Run 1, signal wires by layer:
Only two layers are drawn.
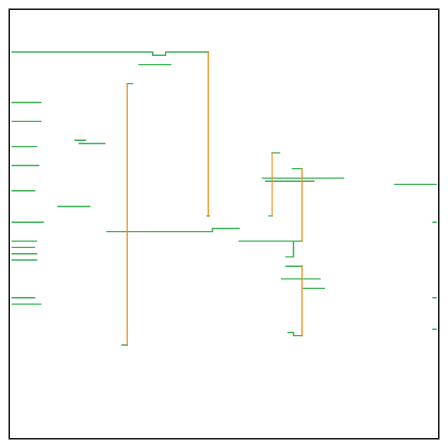
Run 1, port wiring:
Scale bar: 20 um.
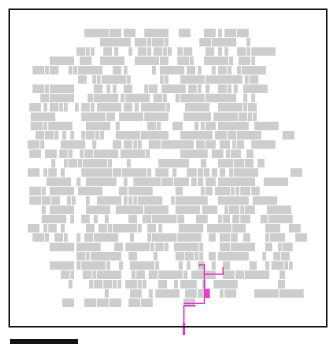
Run 1, where the registers sit:
Other sequential cells in the stronger gray, the rest of the logic in the fainter gray.
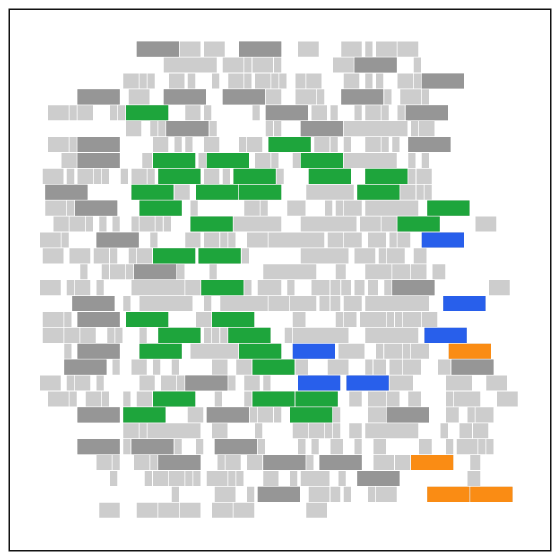
Run 1, met2 routing:
Scale bar: 20 um.
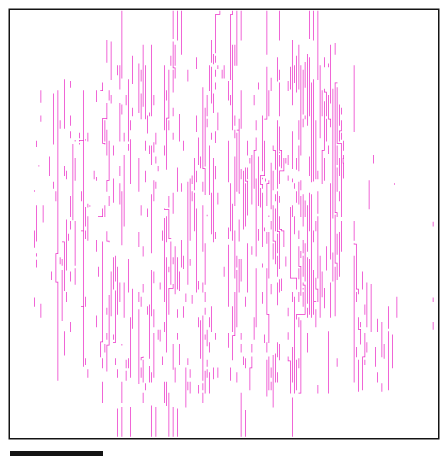
===== config.mk =====
export PLATFORM = sky130hd
export DESIGN_NAME = i2s_transmitter
export DESIGN_NICKNAME = d
export VERILOG_FILES = /design/src/rtl/i2s_transmitter.sv
export SDC_FILE = /design/constraint.sdc
export NUM_CORES = 1
export LEC_CHECK = 0
export ABC_CLOCK_PERIOD_IN_PS = 10100
export CAP_MARGIN = 20
export CORE_MARGIN = 5
export CORE_UTILIZATION = 50
export CTS_BUF_LIST = sky130_fd_sc_hd__clkbuf_16
export CTS_CLUSTER_SIZE = 28
export DETAILED_ROUTE_END_ITERATION = 16
export PLACE_DENSITY = 0.73
export SLEW_MARGIN = 20
export SYNTH_ARGS = -nofsm -noshare
export SYNTH_HDL_FRONTEND = slang
export SYNTH_SLANG_ARGS = --single-unit

===== constraint.sdc =====
create_clock -name clk_in -period 10.1 [get_ports clk_in]
set_input_delay 2.02 -clock clk_in [delete_from_list [all_inputs] [get_ports clk_in]]
set_output_delay 2.02 -clock clk_in [all_outputs]
set_load 0.03 [all_outputs]

===== src/rtl/i2s_transmitter.sv =====
// i2s_transmitter: 16-bit stereo I2S serializer with one-pair holding register and frame-aligned shadow.
// Ports: clk_in/rst_in (sync, active-low) system clock/reset; left/right_sample_in + valid_in/ready_out
// accept a pair; i2s_bclk_out/i2s_lrclk_out/i2s_data_out serial bus; frame_start_out and underflow_out
// are 1-cycle pulses at each 64-slot frame boundary.
// Build option I2S_TX_UNDERFLOW_MUTE_EN: underflow frames are muted instead of repeating the last pair.
module i2s_transmitter #(
  parameter int BCLK_DIV = 12
) (
  input  logic        clk_in,
  input  logic        rst_in,
  input  logic [15:0] left_sample_in,
  input  logic [15:0] right_sample_in,
  input  logic        valid_in,
  output logic        ready_out,
  output logic        i2s_bclk_out,
  output logic        i2s_lrclk_out,
  output logic        i2s_data_out,
  output logic        frame_start_out,
  output logic        underflow_out
);
  localparam int DW = $clog2(BCLK_DIV);
  logic [DW-1:0] div_q, div_d;
  logic [5:0] slot_q, slot_d;
  logic [31:0] hold_q, hold_d, shadow_q, shadow_d;
  logic bclk_q, bclk_d, lrclk_q, lrclk_d, data_q, data_d;
  logic full_q, full_d, fs_q, fs_d, uf_q, uf_d;
  logic tc, fall, wrap, hs;
  logic [4:0] k;
  logic [3:0] bi;
  logic [15:0] smp;
  always_comb begin
    tc = div_q == DW'(BCLK_DIV - 1);
    fall = tc && bclk_q;
    wrap = fall && (&slot_q);
    hs = valid_in && !full_q;
    div_d = tc ? '0 : div_q + DW'(1);
    bclk_d = bclk_q ^ tc;
    slot_d = fall ? slot_q + 6'd1 : slot_q;
    lrclk_d = slot_d[5];
    k = slot_d[4:0];
    // bit 16-k expressed as ~(k-1) over 4 bits, valid for k = 1..16
    bi = k[3:0] - 4'd1;
    smp = slot_d[5] ? shadow_q[15:0] : shadow_q[31:16];
    data_d = fall ? ((k != 5'd0) && (k <= 5'd16) && smp[~bi]) : data_q;
    // a same-cycle handshake goes to the holding register, so this frame sees it as empty
    full_d = hs || (full_q && !wrap);
    hold_d = hs ? {left_sample_in, right_sample_in} : hold_q;
`ifdef I2S_TX_UNDERFLOW_MUTE_EN
    shadow_d = wrap ? (full_q ? hold_q : '0) : shadow_q;
`else
    shadow_d = (wrap && full_q) ? hold_q : shadow_q;
`endif
    fs_d = wrap;
    uf_d = wrap && !full_q;
  end
  always_ff @(posedge clk_in) begin
    if (!rst_in) begin
      div_q <= '0;
      slot_q <= '0;
      hold_q <= '0;
      shadow_q <= '0;
      bclk_q <= 1'b0;
      lrclk_q <= 1'b0;
      data_q <= 1'b0;
      full_q <= 1'b0;
      fs_q <= 1'b0;
      uf_q <= 1'b0;
    end else begin
      div_q <= div_d;
      slot_q <= slot_d;
      hold_q <= hold_d;
      shadow_q <= shadow_d;
      bclk_q <= bclk_d;
      lrclk_q <= lrclk_d;
      data_q <= data_d;
      full_q <= full_d;
      fs_q <= fs_d;
      uf_q <= uf_d;
    end
  end
  assign ready_out = !full_q;
  assign i2s_bclk_out = bclk_q;
  assign i2s_lrclk_out = lrclk_q;
  assign i2s_data_out = data_q;
  assign frame_start_out = fs_q;
  assign underflow_out = uf_q;
endmodule


==> changes_impl.md, run 1 <==
### Changed

* Outcome: complete, no violations
* Floorplan utilization at 50.8%
* Synth Area in Simple Gates at 21.2%
* Vias in the first global route at 2,409
* Area growth syn-to-layout at 21.4%
* Row count at 30
* Die Size at 0.00853 mm2
* Reg-to-reg endpoint: i2s_data_out
* Regs by FF count: hold_q x32, shadow_q x32, slot_q x6
* Largest net degree at the start of global routing at about 81
* Synth Flop Type: dfxtp_1
* Hold Path Origin: hold_q[4]
* Most used cell, CP: ha_1
* Met3 usage at 2.76%
* Total chip power at 0.698 mW
* Hold depth at 2
* CP max-delay cell: ha_1
* Top Metal Used: met4
* Fillers at 572
* Via density at 5.22
* Remaining antenna violation count at 0
* Area leader, netlist: dfxtp_1
* Layout Utilization at about three fifths
* YS warnings at 0
* Top logic family: simple AND/OR/NAND/NOR gates
* Reg2Reg Setup Slack at 6.23 ns
* Aoi share at between 10% and 20%
* Top Layout Cells: 137 x nand2_1, 79 x dfxtp_1, 64 x a21boi_0
* Reg clk slew, reported paths at 0.06 ns
* Setup TNS at 0 ns
* Crit. Startpoint: div_q[0]
* Hold-fix buffers, CTS at 0
* Clk. pwr at 0.335 mW
* Internal power at 0.556 mW
* Synth Seq Share at between 40% and 50%
* Flop count at a little under 80
* RR Startpoint: div_q[0]
* Final hold vios at 0
* Signal buffers at 42
* Tap cell count at 80
* Antenna violations before repair at 0
* Worst Path Required at around 10 ns
* Total grt overflow at 0
* CP Capture Type: register
* XOR/XNOR Area Share at 3.10%
* Layout cell share with drive strength beyond 1 at 7.42%
* Share of power burned in registers at about 47%
* Unrepaired setup endpoints after global routing: no
* Final WS setup at 6.23 ns
* Top cells by count, synth: 138 x nand2_1, 79 x dfxtp_1, 64 x a21boi_0
* CP delay by family, top: adder cells
* Top power group: the clock network
* Synthesis area per yosys at 0.00339 mm2
* H-tree levels at 3
* Maximum clock frequency at between 200 and 300 MHz
* Setup WS pre-CTS at roughly 6.3 ns
* Routing usage on met2 at between 20 and 30%
* Power Density at 169 mW/mm2
* Clk_lat worst skew at 0.33 ns
* Crit-path cells: ha_1 -> nand2_1 -> or2_2 -> inv_1 -> ha_1 -> xor2_1 -> inv_1 -> ha_1 -> mux4_2 -> o21ai_0 -> a21oi_1 -> o2111ai_1 -> o31ai_2
* CP peak stage delay at just over 0.6 ns
* Async set or reset register ratio after synthesis at 0%
* Clock buffer count in the final layout at 9
* Crit path max fanout at 12
* Non-clk buf share at between 9 and 10%
* #MultiIn Comb at 277
* Synthesized area at around 0.0034 mm2
* Met1 usage at between 20 and 25%
* Antenna cells at 0
* CTS Root Cell: clkbuf_16
* Most frequent cell after synthesis: nand2_1
* CP Capture Point: i2s_data_out
* Biggest Area Class: multi-input combinational cells
* Reported max-cap violation count at 0
* WP buf/inv at 2
* Cells on worst reg2reg path at 13
* Critical Path Stages at 13
* Die H at 92.4 um
* Dominant cell area share at about 47%
* Clock Power Share at 48.1%
* Clock skew at approximately 0.0066 ns
* Final min period at 3.87 ns
* P_sw at between 0.1 and 0.15 mW
* PostCTS Resize Cnt at 0
* Slew @ Worst Pin at ~1 ns
* Final nets at 452
* Worst Hold Path EP: shadow_q[4]
* Syn nets at 424
* Inverters at 4
* Adder Share, Synth at 1.47%
* Comb. pwr at 0.0372 mW
* # DRC at 0
* Post-layout instance area at 0.00412 mm2
* Clock Path Buffers at 2
* Die width at 92.4 um
* MUX share of area at 7.74%
* WL final at approximately 6.6 mm
* Slew HR at 31.7%
* Detailed Routing Iterations Pass 1 at 4
* Worst vdd ir at 0.0000987 V
* Yosys Instances at 385
* Starting DRT DRC Count at 119
* Syn Inst Count at 385
* Leak at 1.50 nW
* Post-CTS setup buffers at 0
* Placer congestion estimate at 0.836
* DR WL met2 at 3.16 mm
* Gr busiest metal: met2
* CP arrival at roughly 4.1 ns
* Syn Area/Cell at just under 9 um2
* Flops after synth at 79
* Hold_ws at 0.457 ns
* Setup violations, final at 0
* Final Instance Count excl. Fillers at roughly 500
* Max-slew violations at 0
* Met1 wire length at slightly above 3 mm
* Comb power frac at roughly 5.3%
* Clk cell area share at 7.62%
* Logic share of the area at between 40% and 50%
* Hold Crit Class: register to register
* CP Class: register to register
* Cycle use final at between 30% and 40%
* Clock Sinks at 79
* First-pass GRT wire length at 11.2 mm
* Placed cell area at about 0.0038 mm2
* Post-DP HPWL at 4.37 mm
* Met3 WL at 245 um
* Logic area at 0.00170 mm2
* Top cells, area: dfxtp_1 47%, nand2_1 15%, a21boi_0 14%
Notes on 'signal wires by layer' above:
[M4] orange | wire length: 136 um
[M3] green | wire length: 246 um
DR WL/cell: 13.3 um
Overall Global Routing Usage: 16.4%
via count: 2,602

Notes on 'port wiring' above:
[`ready_out`] magenta | bits: 1 | direction: output | end cells: 1 | buffers: 1 | wire: 36.5 um
# port buffers: 40
IO Pins: 41

Notes on 'where the registers sit' above:
[`shadow_q`] green | flops: 32
[`div_q`] orange | flops: 4 | where: bottom right
[`slot_q`] blue | flops: 6
Seq/total area: 38.4%
power of the sequential group: 0.325 mW

Notes on 'met2 routing' above:
longest straight run: 48.3 um
nets with wire on the layer: 361
share of all routed wire: 48%

Run 1, cell placement:
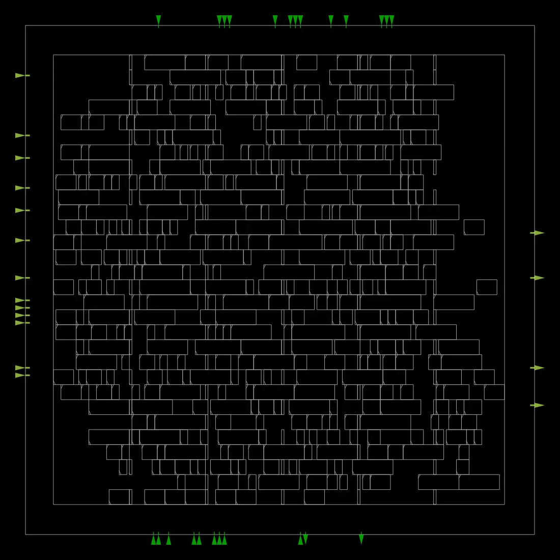

==> run 2: changes to the inputs <==
--- a/config.mk
+++ b/config.mk
@@ -5,14 +5,14 @@
 export SDC_FILE = /design/constraint.sdc
 export NUM_CORES = 1
 export LEC_CHECK = 0
-export ABC_CLOCK_PERIOD_IN_PS = 10100
+export ABC_CLOCK_PERIOD_IN_PS = 3400
 export CAP_MARGIN = 20
 export CORE_MARGIN = 5
 export CORE_UTILIZATION = 50
 export CTS_BUF_LIST = sky130_fd_sc_hd__clkbuf_16
 export CTS_CLUSTER_SIZE = 28
 export DETAILED_ROUTE_END_ITERATION = 16
-export PLACE_DENSITY = 0.73
+export PLACE_DENSITY = 0.76
 export SLEW_MARGIN = 20
 export SYNTH_ARGS = -nofsm -noshare
 export SYNTH_HDL_FRONTEND = slang
==> constraint.sdc (replaced) <==
create_clock -name clk_in -period 3.4 [get_ports clk_in]
set_input_delay 0.68 -clock clk_in [delete_from_list [all_inputs] [get_ports clk_in]]
set_output_delay 0.68 -clock clk_in [all_outputs]
set_load 0.03 [all_outputs]
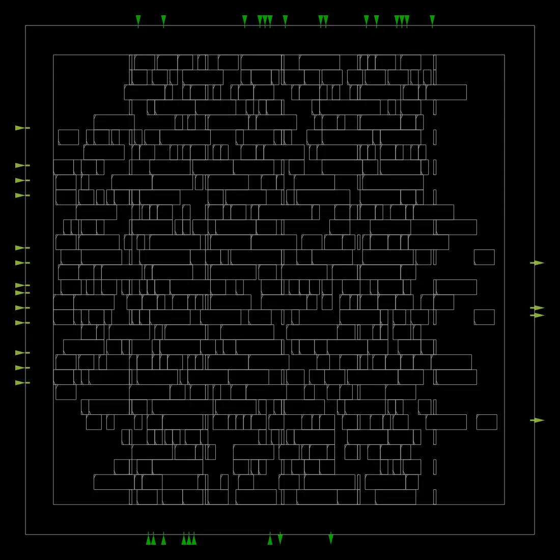
Run 2: cell placement
Final Instance Count excl. Fillers: 504
core footprint: 0.00668 mm2

==> changes_impl.md, run 2 <==
### Changed

* CP max-delay cell: mux2i_1
* Placed cell area at between 0.003 and 0.004 mm2
* Antenna cells at 0
* Worst vdd ir at 0.000490 V
* Largest net degree at the start of global routing at 64
* Final nets at ~460
* Fillers at 558
* Max-slew violations at 0
* Critical Path Stages at 13
* Setup violations, final at 0
* Share of power burned in registers at 45.0%
* Clock Power Share at approximately half
* Tap cell count at 80
* Die Size at 0.00853 mm2
* Top logic family: simple AND/OR/NAND/NOR gates
* Overall Global Routing Usage at 16.7%
* CTS Root Cell: clkbuf_16
* YS warnings at 0
* Top Metal Used: met4
* Leak at 1.53 nW
* Clk. pwr at around 1.1 mW
* First-pass GRT wire length at 11.4 mm
* #MultiIn Comb at between 200 and 300
* Slew HR at 41.4%
* Cycle use final at 91.0%
* WP buf/inv at 2
* Area leader, netlist: dfxtp_1
* Final hold vios at 0
* PostCTS Resize Cnt at 0
* Comb. pwr at 0.112 mW
* Hold-fix buffers, CTS at 0
* Flop count at between 70 and 80
* Layout Utilization at 62.8%
* Via density at 5.13
* Total chip power at 2.15 mW
* CP peak stage delay at approximately 0.37 ns
* Row count at 30
* P_sw at 0.421 mW
* Crit path max fanout at 7
* DR WL met2 at 3.09 mm
* Layout cell share with drive strength beyond 1 at 9.20%
* Clk_lat worst skew at 0.33 ns
* DR WL/cell at 13.0 um
* Via count at 2,586
* # port buffers at ~40
* WL final at 6.56 mm
* Final min period at 3.09 ns
* Reg2Reg Setup Slack at 0.31 ns
* Top cells, area: dfxtp_1 47%, nand2_1 15%, a21boi_0 14%
* XOR/XNOR Area Share at 3.10%
* Unrepaired setup endpoints after global routing: no
* Setup TNS at 0 ns
* MUX share of area at under 10%
* Hold depth at 2
* # DRC at 0
* Most frequent cell after synthesis: nand2_1
* Placer congestion estimate at 0.870
* Die width at between 90 and 100 um
* IO Pins at 41
* Post-CTS setup buffers at 0
* Post-DP HPWL at 4.52 mm
* Yosys Instances at 385
* Clock Path Buffers at 2
* Vias in the first global route at 2,483
* Detailed Routing Iterations Pass 1 at 5
* Clock Sinks at 79
* Comb power frac at 5.2%
* Antenna violations before repair at 0
* CP Capture Type: register
* Outcome: complete, no violations
* Power of the sequential group at between 0.9 and 1 mW
* Floorplan utilization at 50.8%
* Setup WS pre-CTS at 0.109 ns
* Gr busiest metal: met2
* Crit. Startpoint: div_q[0]
* Async set or reset register ratio after synthesis at 0%
* Total grt overflow at 0
* Worst Hold Path EP: shadow_q[11]
* Slew @ Worst Pin at between 0.8 and 0.9 ns
* Met3 usage at 4.71%
* Dominant cell area share at 46.6%
* Met1 usage at 21.8%
* Logic share of the area at about two fifths
* H-tree levels at 3
* Reported max-cap violation count at 0
* Remaining antenna violation count at 0
* Non-clk buf share at 10.9%
* Cells on worst reg2reg path at 13
* Starting DRT DRC Count at 126
* Hold Crit Class: register to register
* Hold Path Origin: shadow_q[11]
* Reg-to-reg endpoint: i2s_data_out
* CP Class: register to register
* Synth Seq Share at 46.6%
* CP delay by family, top: adder cells
* Top power group: the clock network
* Die H at 92.4 um
* Most used cell, CP: mux2i_1
* Met3 WL at 311 um
* RR Startpoint: div_q[0]
* Met1 wire length at 3.06 mm
* Clock skew at 0.00333 ns
* Biggest Area Class: multi-input combinational cells
* Aoi share at around 16%
* Reg clk slew, reported paths at 0.06 ns
* Top Layout Cells: 138 x nand2_1, 79 x dfxtp_1, 64 x a21boi_0
* Regs by FF count: hold_q x32, shadow_q x32, slot_q x6
* Signal buffers at 48
* Adder Share, Synth at approximately 1.5%
* Area growth syn-to-layout at 23.6%
* Inverters at 4
* Maximum clock frequency at 323 MHz
* Flops after synth at 79
* CP arrival at 3.34 ns
* CP Capture Point: i2s_data_out
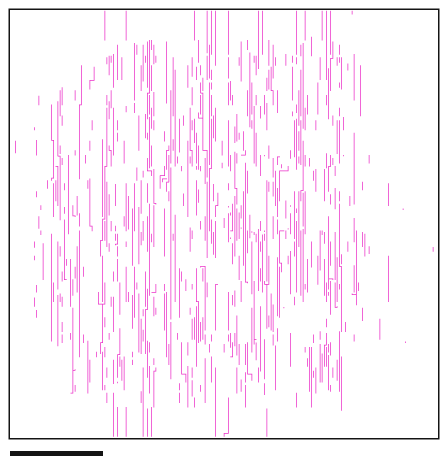
Run 2: met2 routing
Scale bar: 20 um.
wire length on this layer: 3,090 um
longest straight run: 32.6 um

Run 2, port wiring:
Scale bar: 20 um.
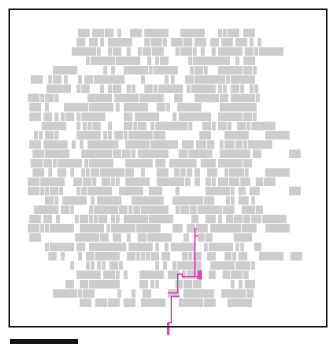

==> run 3: changes to the inputs <==
--- a/config.mk
+++ b/config.mk
@@ -7,13 +7,16 @@
 export LEC_CHECK = 0
 export ABC_CLOCK_PERIOD_IN_PS = 3400
 export CAP_MARGIN = 20
+export CELL_PAD_IN_SITES_DETAIL_PLACEMENT = 1
+export CELL_PAD_IN_SITES_GLOBAL_PLACEMENT = 1
 export CORE_MARGIN = 5
-export CORE_UTILIZATION = 50
+export CORE_UTILIZATION = 38
 export CTS_BUF_LIST = sky130_fd_sc_hd__clkbuf_16
 export CTS_CLUSTER_SIZE = 28
 export DETAILED_ROUTE_END_ITERATION = 16
-export PLACE_DENSITY = 0.76
+export PLACE_DENSITY_LB_ADDON = 0.1
 export SLEW_MARGIN = 20
 export SYNTH_ARGS = -nofsm -noshare
 export SYNTH_HDL_FRONTEND = slang
 export SYNTH_SLANG_ARGS = --single-unit
+export TNS_END_PERCENT = 20
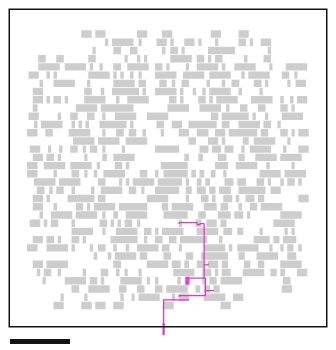
Run 3: port wiring
Scale bar: 20 um.
[`ready_out`] magenta | bits: 1 | direction: output | end cells: 1 | buffers: 1 | wire: 69.4 um

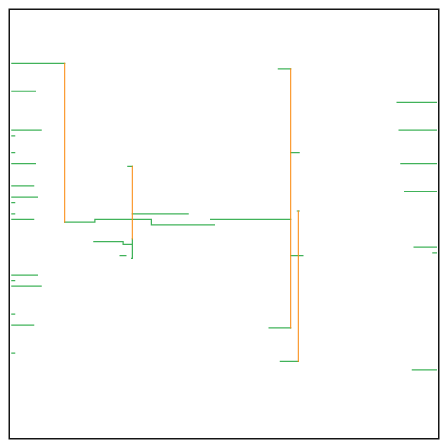
Run 3: signal wires by layer
Only two layers are drawn.
[M3] green | wire length: 226 um
[M4] orange | wire length: 156 um

==> changes_impl.md, run 3 <==
### Changed

* PostCTS Resize Cnt at 0
* Clock skew at 0.00631 ns
* Floorplan utilization at 38.9%
* Unrepaired setup endpoints after global routing: no
* Layout cell share with drive strength beyond 1 at 9.84%
* Reg-to-reg endpoint: i2s_data_out
* Share of power burned in registers at 48.0%
* # DRC at 0
* Logic area at 0.00171 mm2
* Top Metal Used: met4
* Top cells by count, synth: 138 x nand2_1, 79 x dfxtp_1, 64 x a21boi_0
* Starting DRT DRC Count at 52
* Post-CTS setup buffers at 0
* Worst vdd ir at 0.000241 V
* Signal buffers at approximately 50
* Inverters at 4
* Yosys Instances at 385
* CP delay by family, top: adder cells
* Non-clk buf share at between 10% and 20%
* Critical Path Stages at 13
* Final Instance Count excl. Fillers at 535
* Synth Seq Share at a little under half
* Syn Inst Count at about 390
* YS warnings at 0
* Max-slew violations at 0
* Synthesized area at 0.00339 mm2
* Top Layout Cells: 138 x nand2_1, 79 x dfxtp_1, 64 x a21boi_0
* Hold_ws at 0.444 ns
* Power of the sequential group at 0.965 mW
* WL final at about 7.6 mm
* Overall Global Routing Usage at 14.8%
* Setup TNS at 0 ns
* WP buf/inv at 2
* Synth Flop Type: dfxtp_1
* Reg2Reg Setup Slack at just over 0.3 ns
* Slew @ Worst Pin at 0.766 ns
* Cycle use final at between 90 and 100%
* Gr busiest metal: met2
* Total grt overflow at 0
* CP Class: register to register
* Clock Path Buffers at 2
* Flop count at 79
* Routing usage on met2 at 23.1%
* Crit path max fanout at 7
* Hold depth at 1
* CP arrival at 3.31 ns
* Detailed Routing Iterations Pass 1 at 5
* Largest net degree at the start of global routing at ~52
* Clk_lat worst skew at ~0.33 ns
* Synthesis area per yosys at 0.00339 mm2
* CP Capture Point: i2s_data_out
* IO Pins at between 40 and 50
* Clk cell area share at 6.87%
* Comb power frac at 5.8%
* Internal power at ~1.6 mW
* Met3 WL at 226 um
* Synth Area in Simple Gates at 21.2%
* Placer congestion estimate at a little over 0.8
* H-tree levels at 3
* Most frequent cell after synthesis: nand2_1
* Power Density at 478 mW/mm2
* #MultiIn Comb at 277
* Leak at ~1.5 nW
* P_sw at 0.434 mW
* CP peak stage delay at around 0.50 ns
* Core footprint at 0.00872 mm2
* Worst Path Required at 3.61 ns
* DR WL met2 at 3.46 mm
* Hold-fix buffers, CTS at 0
* Vias in the first global route at 2,732
* Flops after synth at between 70 and 80
* Top logic family: simple AND/OR/NAND/NOR gates
* DR WL/cell at 14.3 um
* Clock Sinks at around 79
* Area growth syn-to-layout at 23.9%
* Layout Utilization at 48.2%
* MUX share of area at ~7.7%
* Hold Crit Class: register to register
* Syn nets at around 420
* Clock Power Share at between 40% and 50%
* Regs by FF count: hold_q x32, shadow_q x32, slot_q x6
* Aoi share at 16.2%
* CTS Root Cell: clkbuf_16
* Most used cell, CP: inv_1
* Post-DP HPWL at 5.45 mm
* Syn Area/Cell at roughly 8.8 um2
* Met3 usage at 3.54%
* Die Size at between 0.01 and 0.015 mm2
* CP Capture Type: register
* Antenna cells at 0
* XOR/XNOR Area Share at under 10%
* Total chip power at 2.01 mW
* Remaining antenna violation count at 0
* RR Startpoint: div_q[0]
* Outcome: complete, no violations
* Worst Hold Path EP: div_q[0]
* Clk. pwr at just over 0.9 mW
* Die H at 104 um
* Seq/total area at between 30% and 40%
* Row count at 34
* Die width at 104 um
* Final nets at 461
* Logic share of the area at approximately 40%
* Via density at 4.92
* Final min period at 3.09 ns
* CP max-delay cell: mux4_2
No activity file was given, so power comes from the tool's default toggle rates.
